File: src/rtl/arc4_pkg.sv
`default_nettype none
// ============================================================================
// Module      : arc4_pkg
// Description : Shared types and constants for the ARC4 encryption block.
// Revision    : 1.0
// ============================================================================
package arc4_pkg;

    localparam int KEY_BYTES = 3;
    localparam int MEM_DEPTH = 256;
    localparam int CNT_W     = 9;

    typedef enum logic [2:0] {
        ST_IDLE = 3'd0,
        ST_INIT = 3'd1,
        ST_KSA  = 3'd2,
        ST_LEN  = 3'd3,
        ST_PRGA = 3'd4,
        ST_DONE = 3'd5
    } arc4_state_e;

    typedef enum logic [2:0] {
        SW_IDLE = 3'd0,
        SW_RDI  = 3'd1,
        SW_RDJ  = 3'd2,
        SW_WRJ  = 3'd3,
        SW_WRI  = 3'd4
    } swap_state_e;

    // Sub-steps inside KSA/LEN/PRGA; LEN only uses START (read) and WAIT (write).
    typedef enum logic [1:0] {
        PH_START = 2'd0,
        PH_WAIT  = 2'd1,
        PH_PAD   = 2'd2,
        PH_WRITE = 2'd3
    } phase_e;

    function automatic logic [7:0] key_byte(input logic [23:0] key, input logic [1:0] idx);
        logic [7:0] b;
        case (idx)
            2'd0:    b = key[23:16];
            2'd1:    b = key[15:8];
            default: b = key[7:0];
        endcase
        return b;
    endfunction

endpackage
`default_nettype wire

File: src/rtl/arc4_encrypt_swap.sv
`default_nettype none
// ============================================================================
// Module      : arc4_swap
// Description : Read S[i], read S[j'] (j' = j + S[i] + add), write S[j'], write S[i].
// Revision    : 1.0
// ============================================================================
module arc4_swap
    import arc4_pkg::*;
(
    input  logic       clk,
    input  logic       rst,
    input  logic       start_i,
    input  logic [7:0] i_addr_i,
    input  logic [7:0] j_i,
    input  logic [7:0] add_i,
    input  logic [7:0] s_rddata_i,
    output logic [7:0] s_addr_o,
    output logic [7:0] s_wrdata_o,
    output logic       s_wren_o,
    output logic       done_o,
    output logic [7:0] j_o,
    output logic [7:0] si_o,
    output logic [7:0] sj_o
);

    swap_state_e state_q, state_d;
    logic [7:0]  i_q, i_d;
    logic [7:0]  j_q, j_d;
    logic [7:0]  si_q, si_d;
    logic [7:0]  sj_q, sj_d;
    logic [7:0]  w_j_new;

    assign w_j_new = j_i + s_rddata_i + add_i;

    always_ff @(posedge clk) begin
        if (rst) begin
            state_q <= SW_IDLE;
            i_q     <= 8'd0;
            j_q     <= 8'd0;
            si_q    <= 8'd0;
            sj_q    <= 8'd0;
        end else begin
            state_q <= state_d;
            i_q     <= i_d;
            j_q     <= j_d;
            si_q    <= si_d;
            sj_q    <= sj_d;
        end
    end

    always_comb begin
        state_d = state_q;
        i_d     = i_q;
        j_d     = j_q;
        si_d    = si_q;
        sj_d    = sj_q;
        case (state_q)
            SW_IDLE: begin
                if (start_i) begin
                    i_d     = i_addr_i;
                    state_d = SW_RDI;
                end
            end
            SW_RDI:  state_d = SW_RDJ;
            SW_RDJ: begin
                si_d    = s_rddata_i;
                j_d     = w_j_new;
                state_d = SW_WRJ;
            end
            // Both reads complete before either write, so i==j leaves S unchanged.
            SW_WRJ: begin
                sj_d    = s_rddata_i;
                state_d = SW_WRI;
            end
            SW_WRI:  state_d = SW_IDLE;
            default: state_d = SW_IDLE;
        endcase
    end

    always_comb begin
        s_addr_o   = 8'd0;
        s_wrdata_o = 8'd0;
        s_wren_o   = 1'b0;
        done_o     = 1'b0;
        case (state_q)
            SW_RDI: s_addr_o = i_q;
            SW_RDJ: s_addr_o = w_j_new;
            SW_WRJ: begin
                s_addr_o   = j_q;
                s_wrdata_o = si_q;
                s_wren_o   = 1'b1;
            end
            SW_WRI: begin
                s_addr_o   = i_q;
                s_wrdata_o = sj_q;
                s_wren_o   = 1'b1;
                done_o     = 1'b1;
            end
            default: ;
        endcase
    end

    assign j_o  = j_q;
    assign si_o = si_q;
    assign sj_o = sj_q;

endmodule
`default_nettype wire

File: src/rtl/arc4_encrypt.sv
`default_nettype none
// ============================================================================
// Module      : arc4_encrypt
// Description : ARC4 encryption of a length-prefixed buffer using external memories.
// Revision    : 1.0
// ============================================================================
module arc4_encrypt
    import arc4_pkg::*;
(
    input  logic        clk,
    input  logic        rst,
    input  logic        en_i,
    output logic        rdy_o,
    input  logic [23:0] key_i,
    output logic [7:0]  s_addr_o,
    output logic [7:0]  s_wrdata_o,
    output logic        s_wren_o,
    input  logic [7:0]  s_rddata_i,
    output logic [7:0]  pt_addr_o,
    input  logic [7:0]  pt_rddata_i,
    output logic [7:0]  ct_addr_o,
    output logic [7:0]  ct_wrdata_o,
    output logic        ct_wren_o
);

    arc4_state_e       state_q, state_d;
    phase_e            phase_q, phase_d;
    logic [CNT_W-1:0]  cnt_q, cnt_d;
    logic [7:0]        i_q, i_d;
    logic [7:0]        j_q, j_d;
    logic [1:0]        kidx_q, kidx_d;
    logic [23:0]       key_q, key_d;
    logic [7:0]        len_q, len_d;
    logic [7:0]        pad_addr_q, pad_addr_d;

    logic       w_sw_start;
    logic [7:0] w_sw_i;
    logic [7:0] w_sw_add;
    logic [7:0] w_sw_addr;
    logic [7:0] w_sw_wrdata;
    logic       w_sw_wren;
    logic       w_sw_done;
    logic [7:0] w_sw_j;
    logic [7:0] w_sw_si;
    logic [7:0] w_sw_sj;
    logic       w_s_wren;
    logic       w_ct_wren;

    arc4_swap u_swap (
        .clk        (clk),
        .rst        (rst),
        .start_i    (w_sw_start),
        .i_addr_i   (w_sw_i),
        .j_i        (j_q),
        .add_i      (w_sw_add),
        .s_rddata_i (s_rddata_i),
        .s_addr_o   (w_sw_addr),
        .s_wrdata_o (w_sw_wrdata),
        .s_wren_o   (w_sw_wren),
        .done_o     (w_sw_done),
        .j_o        (w_sw_j),
        .si_o       (w_sw_si),
        .sj_o       (w_sw_sj)
    );

    always_ff @(posedge clk) begin
        if (rst) begin
            state_q    <= ST_IDLE;
            phase_q    <= PH_START;
            cnt_q      <= '0;
            i_q        <= 8'd0;
            j_q        <= 8'd0;
            kidx_q     <= 2'd0;
            key_q      <= 24'd0;
            len_q      <= 8'd0;
            pad_addr_q <= 8'd0;
        end else begin
            state_q    <= state_d;
            phase_q    <= phase_d;
            cnt_q      <= cnt_d;
            i_q        <= i_d;
            j_q        <= j_d;
            kidx_q     <= kidx_d;
            key_q      <= key_d;
            len_q      <= len_d;
            pad_addr_q <= pad_addr_d;
        end
    end

    always_comb begin
        state_d    = state_q;
        phase_d    = phase_q;
        cnt_d      = cnt_q;
        i_d        = i_q;
        j_d        = j_q;
        kidx_d     = kidx_q;
        key_d      = key_q;
        len_d      = len_q;
        pad_addr_d = pad_addr_q;
        case (state_q)
            ST_IDLE: begin
                if (en_i) begin
                    key_d   = key_i;
                    cnt_d   = '0;
                    state_d = ST_INIT;
                end
            end
            ST_INIT: begin
                if (cnt_q[7:0] == 8'(MEM_DEPTH - 1)) begin
                    cnt_d   = '0;
                    j_d     = 8'd0;
                    kidx_d  = 2'd0;
                    phase_d = PH_START;
                    state_d = ST_KSA;
                end else begin
                    cnt_d = cnt_q + 1'b1;
                end
            end
            ST_KSA: begin
                if (phase_q == PH_START) begin
                    phase_d = PH_WAIT;
                end else if (w_sw_done) begin
                    j_d     = w_sw_j;
                    phase_d = PH_START;
                    kidx_d  = (kidx_q == 2'(KEY_BYTES - 1)) ? 2'd0 : kidx_q + 2'd1;
                    if (cnt_q[7:0] == 8'(MEM_DEPTH - 1)) begin
                        cnt_d   = '0;
                        state_d = ST_LEN;
                    end else begin
                        cnt_d = cnt_q + 1'b1;
                    end
                end
            end
            ST_LEN: begin
                if (phase_q == PH_START) begin
                    phase_d = PH_WAIT;
                end else begin
                    len_d   = pt_rddata_i;
                    phase_d = PH_START;
                    if (pt_rddata_i == 8'd0) begin
                        state_d = ST_DONE;
                    end else begin
                        i_d     = 8'd0;
                        j_d     = 8'd0;
                        cnt_d   = CNT_W'(1);
                        state_d = ST_PRGA;
                    end
                end
            end
            ST_PRGA: begin
                case (phase_q)
                    PH_START: begin
                        i_d     = i_q + 8'd1;
                        phase_d = PH_WAIT;
                    end
                    PH_WAIT: begin
                        // After the swap S[i]+S[j] is the same sum as before it.
                        if (w_sw_done) begin
                            j_d        = w_sw_j;
                            pad_addr_d = w_sw_si + w_sw_sj;
                            phase_d    = PH_PAD;
                        end
                    end
                    PH_PAD:   phase_d = PH_WRITE;
                    default: begin
                        phase_d = PH_START;
                        if (cnt_q == {1'b0, len_q}) begin
                            state_d = ST_DONE;
                        end else begin
                            cnt_d = cnt_q + 1'b1;
                        end
                    end
                endcase
            end
            ST_DONE: begin
                cnt_d   = '0;
                i_d     = 8'd0;
                j_d     = 8'd0;
                phase_d = PH_START;
                state_d = ST_IDLE;
            end
            default: state_d = ST_IDLE;
        endcase
    end

    always_comb begin
        rdy_o       = 1'b0;
        s_addr_o    = 8'd0;
        s_wrdata_o  = 8'd0;
        w_s_wren    = 1'b0;
        pt_addr_o   = 8'd0;
        ct_addr_o   = 8'd0;
        ct_wrdata_o = 8'd0;
        w_ct_wren   = 1'b0;
        w_sw_start  = 1'b0;
        w_sw_i      = 8'd0;
        w_sw_add    = 8'd0;
        case (state_q)
            ST_IDLE: rdy_o = 1'b1;
            ST_INIT: begin
                s_addr_o   = cnt_q[7:0];
                s_wrdata_o = cnt_q[7:0];
                w_s_wren   = 1'b1;
            end
            ST_KSA: begin
                w_sw_start = (phase_q == PH_START);
                w_sw_i     = cnt_q[7:0];
                w_sw_add   = key_byte(key_q, kidx_q);
                s_addr_o   = w_sw_addr;
                s_wrdata_o = w_sw_wrdata;
                w_s_wren   = w_sw_wren;
            end
            ST_LEN: begin
                if (phase_q == PH_WAIT) begin
                    ct_wrdata_o = pt_rddata_i;
                    w_ct_wren   = 1'b1;
                end
            end
            ST_PRGA: begin
                w_sw_start = (phase_q == PH_START);
                w_sw_i     = i_q + 8'd1;
                if (phase_q == PH_PAD) begin
                    s_addr_o  = pad_addr_q;
                    pt_addr_o = cnt_q[7:0];
                end else begin
                    s_addr_o   = w_sw_addr;
                    s_wrdata_o = w_sw_wrdata;
                    w_s_wren   = w_sw_wren;
                end
                if (phase_q == PH_WRITE) begin
                    ct_addr_o   = cnt_q[7:0];
                    ct_wrdata_o = pt_rddata_i ^ s_rddata_i;
                    w_ct_wren   = 1'b1;
                end
            end
            default: ;
        endcase
    end

    // Reset wins over any write issued in the same cycle.
    assign s_wren_o  = w_s_wren  & ~rst;
    assign ct_wren_o = w_ct_wren & ~rst;

endmodule
`default_nettype wire
File: config.mk
export PLATFORM = sky130hd
export DESIGN_NAME = arc4_encrypt
export DESIGN_NICKNAME = d
export VERILOG_FILES = /design/src/rtl/arc4_pkg.sv /design/src/rtl/arc4_encrypt_swap.sv /design/src/rtl/arc4_encrypt.sv
export SDC_FILE = /design/constraint.sdc
export NUM_CORES = 1
export LEC_CHECK = 0
export ABC_AREA = 1
export CORE_ASPECT_RATIO = 1.25
export CORE_MARGIN = 4
export CORE_UTILIZATION = 50
export DETAILED_ROUTE_END_ITERATION = 10
export PLACE_DENSITY = 0.73
export REMOVE_ABC_BUFFERS = 1
export SLEW_MARGIN = 0
export SYNTH_ARGS = -nofsm -noshare
export SYNTH_HDL_FRONTEND = slang
export SYNTH_SLANG_ARGS = --single-unit
File: constraint.sdc
create_clock -name clk -period 4.7 [get_ports clk]
set_clock_uncertainty 0.05 [all_clocks]
set_input_delay 0.94 -clock clk [delete_from_list [all_inputs] [get_ports clk]]
set_output_delay 0.94 -clock clk [all_outputs]
set_load 0.005 [all_outputs]
Figure 1. A small window of the routed layout (run 1).
Region (40, 53) to (70, 83) microns. Cells in grey, sequential cells in the stronger grey; small squares are vias.
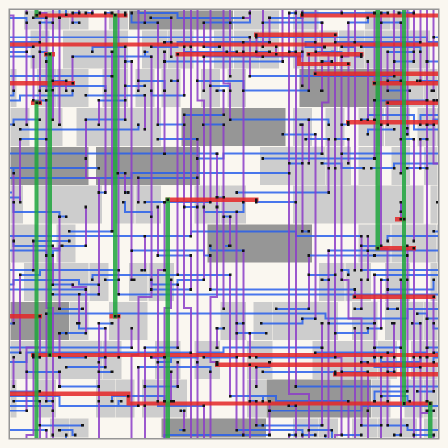
metal 1: shown in blue. metal 2: shown in purple. metal 3: shown in red. metal 4: shown in green.
100 logic cells have their middle in the window. Sequential cells in the window: 9. Netlist names of flops here include u_swap.si_o (4), u_swap.sj_o (3), phase_q (2). Most frequent: inv_1 (19), nand2_1 (15), o21ai_0 (13).

Figure 2. Placement view (run 1).
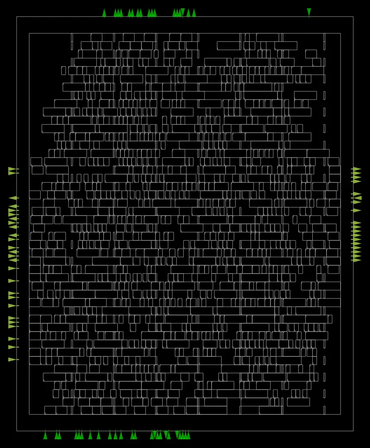
register share of the cell area: 26.87%
Core Rows: 46
# fillers: 1215
Post-Layout Cell Count: 1238
flop count: 107

Figure 3. Wire density map (run 1).
Scale: 2 px per micron. The die is cut into 22 by 27 equal tiles; dark purple is low, yellow is high, scaled to the fullest tile. Values are wire area over tile area, all layers added.
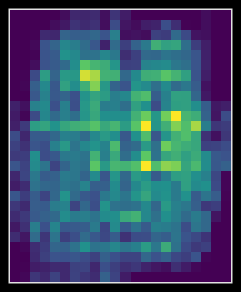
The densest ninth of the die: centre. The fullest tile reaches 0.69. 15% of the tiles are nearly empty.
WL final: 19570 microns
routed vias: 6708
Avg WL per Cell: 15.80 microns
All-Layer GR Usage: 26.28%

Figure 4. Gate families picked out (run 1).
Scale: 3 px per micron.
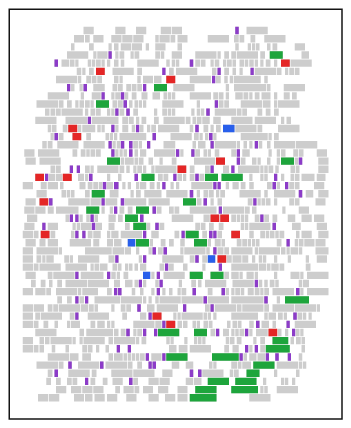
adder and majority cells: shown in green, cells 33, most used ha_1. inverters: shown in purple, cells 139, most used inv_1. XOR/XNOR gates: shown in red, cells 18, most used xor2_1. AND-OR and OR-AND gates: shown in blue, cells 4, most used o21a_1, where centre.

==> results.tsv, run 1 <==
metric	value	unit
Root Driver	clkbuf_16	
mean area per synthesized cell	6.625	sq um
outcome	finished, final reports clean	
Max-Cap Viols	0	
CTS tree	built	
max FFs per register	24	
vias in the first global route	6392	
Cells after DPL	1221	
number of synthesized flops with an enable pin	0	
H-tree level count	3	
DR pass1 iterations	5	
count of tool warnings	32	
setup TNS	0	ns
Post-synth seq share	32.66	%
Worst Setup Path Type	input pin to output port	
Synth Flop Type	dfxtp_1	
Top pwr grp	combinational cells	
Area growth syn-to-layout	21.90	%
Power Dens Cells	532.6	nW/um^2
Initial Util	51.33	%
endpoint type of the worst setup path	output port	
worst hold margin	0.4017	ns
Max Root-Sink Buffers	2	
Sink Count	107	
Sw Share	44.89	%
sequential group share of total power	31.8	%
arrival time at the worst endpoint	3.59	ns
pin count of the biggest net entering global routing	67	
finished layout cell area	7995	sq um
AO/OA Area Share	18.98	%
vias per cell	5.418	
Clk pin slew, worst setup/hold paths	0.08	ns
minimum clock period	4.580	ns
Total Power	0.004258	W
Buffers on Ports	85	
Power Sequential	0.00135	W
Slowest-stage cell, CP	fa_1	
cts repair resizes	8	
yosys synthesis chip area	6559	sq um
Setup Buffers After CTS	0	
DIE WIDTH	110.4	microns
most used logic cell in the final layout	nand2_1	
Worst path max stage delay	0.55	ns
# diodes	0	
Static Leak	3.563	nW
simple-gate share of the synthesized area	27.79	%
clock network power	0.000848	W
Post-Syn Area	6559	sq um
final hold violation count	0	
Comb pwr share	48.3	%
grt ovf	0	
yosys stat cell total	990	
Final Util	62.57	%
CORE AREA	12780	sq um
max-slew violation count	0	
period utilisation layout	97.44	%
# hold bufs at CTS	0	
synthesized instance count	990	
Highest Clock Rate	218.4	MHz
final setup violation count	0	
crit-path leading delay family	buffers and inverters	
most used cell, CP	nand2_1	
Top Layout Cells	nand2_1 (224), inv_1 (126), dfxtp_1 (104), a21oi_1 (100), o21ai_0 (86)	
number of top-level pins	86	
nets@finish	1141	
CP Buf/Inv Count	2	
## run 1: cell usage after synthesis (all sizes together), types with 10 or more instances
cell type	number	share of area, %
o21ai	95	7.2
clkbuf	26	1.5
nand4	14	1.4
nor2	90	5.5
nand3	65	5.2
nand2	232	14
nor3	12	1.1
ha	24	4.6
dfxtp	107	33
inv	137	7.8
xor2	10	1.3
a21oi	102	7.8
buf	16	1.4
## run 1: cell type report
| type | count | area, sq um |
|---|---|---|
| multi-input cells | 702 | 3779 |
| inverters | 139 | 523.0 |
| repair buffers | 106 | 1011 |
| clock buffers | 9 | 225.2 |
| well taps | 168 | 210.2 |
| clock inverters | 7 | 98.84 |
| fillers | 1215 | 4782 |
| flip-flops and latches | 107 | 2148 |
## run 1: final timing paths
| check | cells after the start | to | from | slack [ns] |
|---|---|---|---|---|
| worst max-delay path | 11 | s_addr_o[6] | s_rddata_i[4] | 0.12 |
| worst min-delay path | 2 | key_q[17] | key_q[17] | 0.40 |
| worst max register to register | 8 | pad_addr_q[6] | state_q[1] | 1.92 |
| worst min register to register | 2 | key_q[17] | key_q[17] | 0.40 |
## run 1: kinds of logic (layout without fill, tap and decap cells)
kind of cell | after synthesis | in the layout
AND-OR/OR-AND | 231 | 231
XOR/XNOR | 18 | 18
adder cells (fa/ha/maj) | 33 | 33
buffers and inverters | 181 | 261
flip-flops | 107 | 107
AND/OR/NAND/NOR | 420 | 420
## run 1: metal layers
layer | vias up | wire, microns | global-route usage, %
li1 | 3366 | - | -
met1 | 3069 | 8514 | 33.12
met2 | 227 | 9140 | 43.79
met3 | 46 | 1217 | 5.165
met4 | 0 | 693 | 11.64
met5 | - | 0 | 0
Figure 5. Wiring by layer (run 1).
Scale: 3 px per micron. Only two layers are drawn.
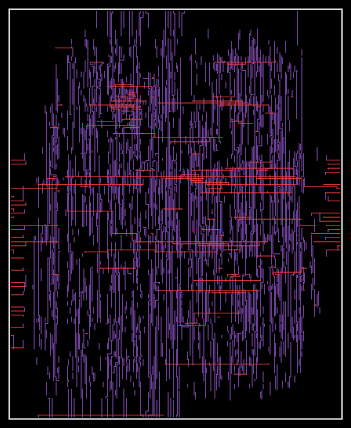

==> inputs of run 2 (changes only) <==
--- a/config.mk
+++ b/config.mk
@@ -6,9 +6,8 @@
 export NUM_CORES = 1
 export LEC_CHECK = 0
 export ABC_AREA = 1
-export CORE_ASPECT_RATIO = 1.25
-export CORE_MARGIN = 4
 export CORE_UTILIZATION = 50
+export CTS_BUF_LIST = sky130_fd_sc_hd__clkbuf_4 sky130_fd_sc_hd__clkbuf_8
 export DETAILED_ROUTE_END_ITERATION = 10
 export PLACE_DENSITY = 0.73
 export REMOVE_ABC_BUFFERS = 1
Figure 6. Wiring by layer (run 2).
Scale: 3 px per micron. Only two layers are drawn.
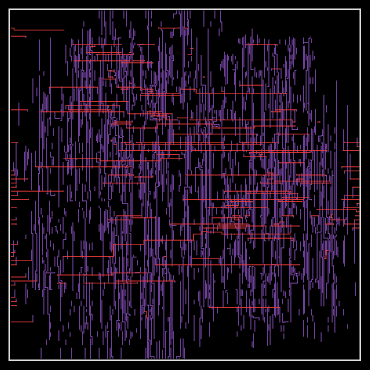
metal 3: shown in red, wire length 1550 microns. metal 2: shown in purple, wire length 8350 microns.
routed vias: 6716
All-Layer GR Usage: 29.37%
Avg WL per Cell: 15.23 microns

==> run 2 against run 1 <==
Compared with the run above:
- global-route usage increased by 3.1 points
- cell area decreased by 1.5%
- first-iteration DRC count increased by 31%
- critical path depth unchanged
- sequential cell count unchanged
- utilization decreased by 0.64 points
- combinational power about the same
- clock power decreased by 32%
- register-to-register slack about the same
- final cell count increased by 0.32%
- die size decreased by 9.6%
- critical endpoint unchanged
==> results.tsv, run 2 <==
metric	value	unit	change
outcome	finished, final reports clean		
Top Layout Cells	nand2_1 (223), inv_1 (125), dfxtp_1 (104), a21oi_1 (100), o21ai_0 (87)		
post-synth top area cell	dfxtp_1		
final setup violation count	0		unchanged
# diodes	0		unchanged
Comb pwr share	51.7	%	+3.4 points
CTS tree	built		
Sw Share	46.34	%	+1.5 points
clk latency late pin	0.40	ns	
Post-synth seq share	32.66	%	unchanged
Power Dens Cells	505.3	nW/um^2	-5.1%
Worst Setup Path Type	input pin to output port		
yosys synthesis chip area	6559	sq um	unchanged
WL final	18920	microns	-3.3%
# hold bufs at CTS	0		unchanged
Max Root-Sink Buffers	2		unchanged
end of the worst register-to-register path	u_swap.j_o[7]		
yosys stat cell total	990		unchanged
top routing layer used	met4		
crit path to	s_addr_o[6]		
Post-Layout Cell Count	1242		+0.32%
Post-Syn Area	6559	sq um	unchanged
worst r2r path cells	16		+8
r2r setup slk	1.91	ns	about the same
CORE AREA	12720	sq um	-0.43%
Post-synth area hogs	dfxtp_1 (33%), nand2_1 (13%), a21oi_1 (7.7%)		
Reg-to-Reg Start	kidx_q[1]		
DR pass1 iterations	6		+1
most used logic cell in the final layout	nand2_1		
HP Start	key_q[20]		
pin count of the biggest net entering global routing	53		-21%
max FFs per register	24		unchanged
endpoint type of the worst setup path	output port		
Hold Path End	key_q[20]		
Buffers on Ports	85		unchanged
Sink Count	107		unchanged
hold depth	2		unchanged
Cells after DPL	1227		+0.49%
WL met3	1546	microns	+27%
number of top-level pins	86		unchanged
Area growth syn-to-layout	20.13	%	
nets@finish	1144		+0.26%
Initial Util	51.55	%	+0.22 points
worst hold margin	0.4051	ns	+0.003396 ns
metal2 WL	8350	microns	-8.6%
grt ovf	0		unchanged
arrival time at the worst endpoint	3.60	ns	about the same
DIE WIDTH	116.5	microns	+5.5%
mean area per synthesized cell	6.625	sq um	unchanged
Final Util	61.93	%	-0.64 points
Static Leak	3.504	nW	-1.6%
Reg area	2151	sq um	+0.12%
vias in the first global route	6033		-5.6%
# fillers	1239		+2.0%
finished layout cell area	7879	sq um	-1.5%
count of tool warnings	32		unchanged
Root Driver	clkbuf_8		
Metal-1 WL	8543	microns	+0.34%
minimum clock period	4.585	ns	+0.005834 ns
Clk pin slew, worst setup/hold paths	0.10	ns	+0.02 ns
logic area	3769	sq um	-0.26%
synthesized instance count	990		unchanged
Core Rows	41		-11%
period utilisation layout	97.56	%	+0.12 points
Post-synth top cells	nand2_1 (224), inv_1 (129), dfxtp_1 (107)		
H-tree level count	3		unchanged
top cell type's share of synthesized area	32.66	%	unchanged
setup TNS	0	ns	unchanged
run 2: netlist changes by cell type in the layout (fill, tap and decap cells not counted), sizes merged:
cell           delta
buf               +3
bufinv            -1
clkbuf            +2
clkdlybuf4s50     +1
clkinv            -1
clkinvlp          -1
dlygate4sd2       -1
inv               -2
run 2: cell type report:
type                       instances  share of cell area (%)
multi-input combinational        702                   47.83
sequential                       107                   27.30
timing repair buffer             109                   13.13
inverter                         139                   6.670
tap                              172                   2.731
clock buffer                      11                   1.842
clock inverter                     2                  0.4923
run 2: kinds of logic (layout without fill, tap and decap cells):
group                      after synthesis  count (layout)  synth area share [%]
and+or+nand+nor                        420             420                 27.79
adders and majority gates               33              33                 7.325
buffers and inverters                  181             261                 10.84
DFF                                    107             107                 32.66
AOI/OAI and AO/OA                      231             231                 18.98
xor gates and xnor gates                18              18                 2.404
run 2: power groups by stage:
stage               sequential (W)  clock [W]  combinational [W]
finish                     0.00135   0.000577            0.00206
global route               0.00137   0.000620            0.00232
CTS                        0.00134   0.000585            0.00197
detailed placement         0.00136          0            0.00195
global placement           0.00135          0            0.00194
floorplan                  0.00129          0            0.00139
run 2: routing by layer:
| layer | up-vias | GRT usage [%] |
|---|---|---|
| li1 | 3369 | - |
| met1 | 3047 | 40.21 |
| met2 | 266 | 46.00 |
| met3 | 34 | 6.591 |
| met4 | 0 | 9.114 |
| met5 | - | 0 |
run 2: worst max-delay path, cell delays in order:
cell	delay, ns
clkdlybuf4s50_1	0.45
fa_1	0.49
ha_2	0.38
nand2_1	0.08
or2_2	0.31
nand4_1	0.07
nand3_1	0.11
nand2_1	0.10
nand3_1	0.07
nand2_1	0.10
clkdlybuf4s50_1	0.50
run 2: repair_timing:
item	4_1_cts	5_1_grt
setup endpoints to repair	5	6
resized	5	23
buffers inserted	0	2
pin swaps	0	7
cloned	0	0
Power figures rest on the tool's default switching activity, not on a simulated workload.
